Figure 1. Wire density map.
The die is cut into 11 by 11 equal tiles; black is low, pale yellow is high, scaled to the fullest tile. Values are wire area over tile area, all layers added.
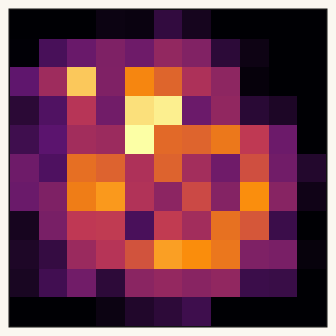
Figure 2. Gate families picked out.
The bar under the picture is 20 µm long.
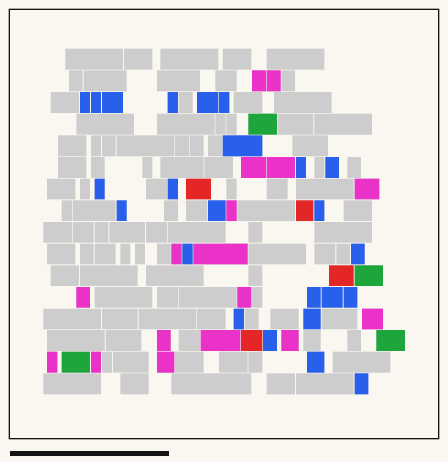
$ cat config.mk
export PLATFORM = sky130hd
export DESIGN_NAME = pwd_key_tx
export DESIGN_NICKNAME = d
export VERILOG_FILES = /design/src/rtl/pwd_pkg.sv /design/src/rtl/pwd_key_shifter.sv /design/src/rtl/pwd_key_tx.sv
export SDC_FILE = /design/constraint.sdc
export NUM_CORES = 1
export LEC_CHECK = 0
export ABC_CLOCK_PERIOD_IN_PS = 3500
export CAP_MARGIN = 20
export CORE_MARGIN = 4
export CORE_UTILIZATION = 56
export DETAILED_ROUTE_END_ITERATION = 10
export HOLD_SLACK_MARGIN = 0.06
export PLACE_DENSITY = 0.83
export SLEW_MARGIN = 20
export SYNTH_ARGS = -nofsm -noshare
export SYNTH_HDL_FRONTEND = slang
export SYNTH_HIERARCHICAL = 1
export SYNTH_SLANG_ARGS = --single-unit
$ cat constraint.sdc
create_clock -name clk -period 3.5 [get_ports clk]
set_clock_uncertainty 0.15 [all_clocks]
set_input_delay 0.525 -clock clk [delete_from_list [all_inputs] [get_ports clk]]
set_output_delay 0.525 -clock clk [all_outputs]
set_load 0.05 [all_outputs]
$ cat src/rtl/pwd_pkg.sv
// Shared constants and types for the password key transmitter: key symbol
// encodings, the idle key, the default password and the transmitter state type.
package pwd_pkg;

  localparam int KEY_W = 2;

  localparam logic [KEY_W-1:0] KEY_00 = 2'b00;
  localparam logic [KEY_W-1:0] KEY_01 = 2'b01;
  localparam logic [KEY_W-1:0] KEY_10 = 2'b10;
  localparam logic [KEY_W-1:0] KEY_11 = 2'b11;

  localparam logic [KEY_W-1:0] IDLE_KEY = KEY_00;

  // Sent first to last as 10, 01, 10, 11 (lowest symbol goes out first).
  localparam logic [7:0] PWD_DEFAULT = 8'hE6;

  typedef enum logic [1:0] {
    ST_IDLE,
    ST_SEND,
    ST_WAIT,
    ST_REPORT
  } pwd_tx_state_t;

endpackage

$ cat src/rtl/pwd_key_shifter.sv
// Password shift register with per-key hold counter. Presents one key symbol
// per HOLD_CYCLES clocks after a load and flags the end of the last hold.
module pwd_key_shifter
  import pwd_pkg::*;
#(
  parameter int                NUM_KEYS    = 4,
  parameter int                KEY_W       = 2,
  parameter int                HOLD_CYCLES = 1,
  parameter logic [KEY_W-1:0]  IDLE_KEY    = '0
) (
  input  logic                      clk,
  input  logic                      rst,
  input  logic                      load,
  input  logic [NUM_KEYS*KEY_W-1:0] load_data,
  output logic [KEY_W-1:0]          key,
  output logic                      key_valid,
  output logic                      seq_end
);

  localparam int HOLD_W = $clog2(HOLD_CYCLES) + 1;
  localparam int IDX_W  = $clog2(NUM_KEYS) + 1;

  logic [NUM_KEYS*KEY_W-1:0] sr_q, sr_d;
  logic [HOLD_W-1:0]         hold_q, hold_d;
  logic [IDX_W-1:0]          idx_q, idx_d;
  logic                      valid_q, valid_d;
  logic [KEY_W-1:0]          key_q, key_d;
  logic                      hold_end;

  assign hold_end = valid_q && (hold_q == HOLD_W'(HOLD_CYCLES - 1));
  assign seq_end  = hold_end && (idx_q == IDX_W'(NUM_KEYS - 1));

  always_comb begin
    sr_d    = sr_q;
    hold_d  = hold_q;
    idx_d   = idx_q;
    valid_d = valid_q;
    if (load) begin
      sr_d    = load_data;
      hold_d  = '0;
      idx_d   = '0;
      valid_d = 1'b1;
    end else if (seq_end) begin
      valid_d = 1'b0;
      hold_d  = '0;
      idx_d   = '0;
    end else if (hold_end) begin
      sr_d   = sr_q >> KEY_W;
      hold_d = '0;
      idx_d  = idx_q + 1'b1;
    end else if (valid_q) begin
      hold_d = hold_q + 1'b1;
    end
    // Key is computed from next-state so the output itself is a flop.
    key_d = valid_d ? sr_d[KEY_W-1:0] : IDLE_KEY;
  end

  always_ff @(posedge clk) begin
    if (rst) begin
      sr_q    <= '0;
      hold_q  <= '0;
      idx_q   <= '0;
      valid_q <= 1'b0;
      key_q   <= IDLE_KEY;
    end else begin
      sr_q    <= sr_d;
      hold_q  <= hold_d;
      idx_q   <= idx_d;
      valid_q <= valid_d;
      key_q   <= key_d;
    end
  end

  assign key       = key_q;
  assign key_valid = valid_q;

endmodule

$ cat src/rtl/pwd_key_tx.sv
// Password key transmitter: sends a latched password one key at a time, then
// waits for the lock's unlock indication and reports pass or fail.
// Optional automatic retry on timeout is enabled by defining PWD_TX_RETRY_EN.
module pwd_key_tx
  import pwd_pkg::*;
#(
  parameter int                NUM_KEYS    = 4,
  parameter int                KEY_W       = pwd_pkg::KEY_W,
  parameter int                HOLD_CYCLES = 1,
  parameter int                TIMEOUT     = 8,
  parameter logic [KEY_W-1:0]  IDLE_KEY    = pwd_pkg::IDLE_KEY
`ifdef PWD_TX_RETRY_EN
  ,
  parameter int                MAX_RETRY   = 2
`endif
) (
  input  logic                          clk,
  input  logic                          rst,
  input  logic                          start,
  input  logic [NUM_KEYS*KEY_W-1:0]     pwd,
  input  logic                          unlock_in,
  output logic [KEY_W-1:0]              key,
  output logic                          key_valid,
  output logic                          busy,
  output logic                          done,
  output logic                          pass,
  output logic                          fail
`ifdef PWD_TX_RETRY_EN
  ,
  output logic [$clog2(MAX_RETRY+1)-1:0] retry_cnt
`endif
);

  localparam int TCNT_W = $clog2(TIMEOUT) + 1;

  pwd_tx_state_t             state_q, state_d;
  logic [TCNT_W-1:0]         tcnt_q, tcnt_d;
  logic                      pass_q, pass_d;
  logic                      fail_q, fail_d;
  logic                      load;
  logic                      seq_end;
  logic [NUM_KEYS*KEY_W-1:0] shift_data;

`ifdef PWD_TX_RETRY_EN
  localparam int RETRY_W = $clog2(MAX_RETRY + 1);

  logic [RETRY_W-1:0]        retry_q, retry_d;
  logic [NUM_KEYS*KEY_W-1:0] pwd_q, pwd_d;

  // A retry resends the copy captured at start, not whatever pwd holds now.
  assign shift_data = (state_q == ST_IDLE) ? pwd : pwd_q;
  assign retry_cnt  = retry_q;
`else
  assign shift_data = pwd;
`endif

  always_comb begin
    state_d = state_q;
    tcnt_d  = tcnt_q;
    pass_d  = pass_q;
    fail_d  = fail_q;
    load    = 1'b0;
`ifdef PWD_TX_RETRY_EN
    retry_d = retry_q;
    pwd_d   = pwd_q;
`endif
    case (state_q)
      ST_IDLE: begin
        if (start) begin
          load    = 1'b1;
          pass_d  = 1'b0;
          fail_d  = 1'b0;
          tcnt_d  = '0;
          state_d = ST_SEND;
`ifdef PWD_TX_RETRY_EN
          retry_d = '0;
          pwd_d   = pwd;
`endif
        end
      end
      ST_SEND: begin
        if (seq_end) begin
          tcnt_d  = '0;
          state_d = ST_WAIT;
        end
      end
      ST_WAIT: begin
        if (unlock_in) begin
          pass_d  = 1'b1;
          state_d = ST_REPORT;
        end else if (tcnt_q == TCNT_W'(TIMEOUT - 1)) begin
`ifdef PWD_TX_RETRY_EN
          if (retry_q < RETRY_W'(MAX_RETRY)) begin
            retry_d = retry_q + 1'b1;
            load    = 1'b1;
            state_d = ST_SEND;
          end else begin
            fail_d  = 1'b1;
            state_d = ST_REPORT;
          end
`else
          fail_d  = 1'b1;
          state_d = ST_REPORT;
`endif
        end else begin
          tcnt_d = tcnt_q + 1'b1;
        end
      end
      ST_REPORT: state_d = ST_IDLE;
      default:   state_d = ST_IDLE;
    endcase
  end

  always_ff @(posedge clk) begin
    if (rst) begin
      state_q <= ST_IDLE;
      tcnt_q  <= '0;
      pass_q  <= 1'b0;
      fail_q  <= 1'b0;
`ifdef PWD_TX_RETRY_EN
      retry_q <= '0;
      pwd_q   <= '0;
`endif
    end else begin
      state_q <= state_d;
      tcnt_q  <= tcnt_d;
      pass_q  <= pass_d;
      fail_q  <= fail_d;
`ifdef PWD_TX_RETRY_EN
      retry_q <= retry_d;
      pwd_q   <= pwd_d;
`endif
    end
  end

  pwd_key_shifter #(
    .NUM_KEYS   (NUM_KEYS),
    .KEY_W      (KEY_W),
    .HOLD_CYCLES(HOLD_CYCLES),
    .IDLE_KEY   (IDLE_KEY)
  ) u_shifter (
    .clk      (clk),
    .rst      (rst),
    .load     (load),
    .load_data(shift_data),
    .key      (key),
    .key_valid(key_valid),
    .seq_end  (seq_end)
  );

  assign busy = (state_q == ST_SEND) || (state_q == ST_WAIT);
  assign done = (state_q == ST_REPORT);
  assign pass = pass_q;
  assign fail = fail_q;

endmodule

==> deck_impl_summary.md <==
Synthesis and Place & Route Summary

Place
  – Final HPWL from detailed placement: 1.753 mm
  – Placed Instances: 167

Synthesis
  – Top cells by count: dfxtp_1 (23), a21oi_1 (18), inv_1 (11), nand2_1 (11), ha_1 (7)
  – Count of library flops with an enable pin: 0
  – Yosys xor share: 0%
  – Post-Syn Area per Cell: 9.169 µm²
  – Top non-seq family: simple AND/OR/NAND/NOR gates
  – Synth warn: 6

Floorplanning
  – Core area: 1982 µm²
  – Floorplan utilization: 59.22%

Timing
  – Hold slack: 329.7 ps

CTS
  – Clock Latency Late Sink: 300 ps

Setup path
  – Critical Path AT: 1890 ps
  – CP max-delay cell: clkdlybuf4s50_1
  – Crit-path cells: inv_1 > ha_1 > clkdlybuf4s50_1
  – Crit end category: output pin

Power and ir drop
  – Switching part of the total power: 41.54%
  – Max VDD drop: 651.9 µV
  – Clock share of power: 13.2%

Final layout
  – Comb area share: 46.58%
  – Non-clk buf share: 12.97%
  – Seq/total area: 33.15%
  – Signal buffers: 18
  – # fillers: 151

Global route
  – Via count of the first global-routing pass: 983

Run status
  – Status: complete, no violations
Notes on Figure 1 above:
mean over tiles: 0.13
fullest tile: 0.43
densest ninth of the die: middle
nearly empty tiles: 21%
tiles over half the peak: 22%
wire length per cell: 14.23 µm
total track usage: 19.28%
WL final: 2.434 mm
DR vias: 989

Notes on Figure 2 above:
[blue] nand cells | cells: 24
[red] and/or cells | cells: 4
[magenta] nor cells | cells: 17
[green] mux cells | cells: 4
most numerous logic cell after layout: dfxtp_1
Post-Layout Cell Count: 171

[state kept, by name (all words and copies together), names as in the netlist]
register and count:
u_shifter/idx_q 3, pass 1, state_q 2, u_shifter/sr_q 8, u_shifter/hold_q 1, tcnt_q 4
u_shifter/key 2, fail 1, u_shifter/key_valid 1
[worst paths after layout]
kind / startpoint / cells past startpoint / end
min: u_shifter/idx_q[2] / 2 / u_shifter/idx_q[2]
max: state_q[0] / 3 / busy
min reg2reg: u_shifter/idx_q[2] / 2 / u_shifter/idx_q[2]
max reg2reg: u_shifter/idx_q[0] / 8 / tcnt_q[3]
[worst reg2reg max path: stages (launching register included)]
cell	delay (ps)
dfxtp_1	370
ha_1	150
ha_1	290
inv_1	70
nor2_1	140
nor2b_1	110
a2111oi_4	430
mux2i_1	280
a21oi_1	90
Power and IR drop assume default switching activity.
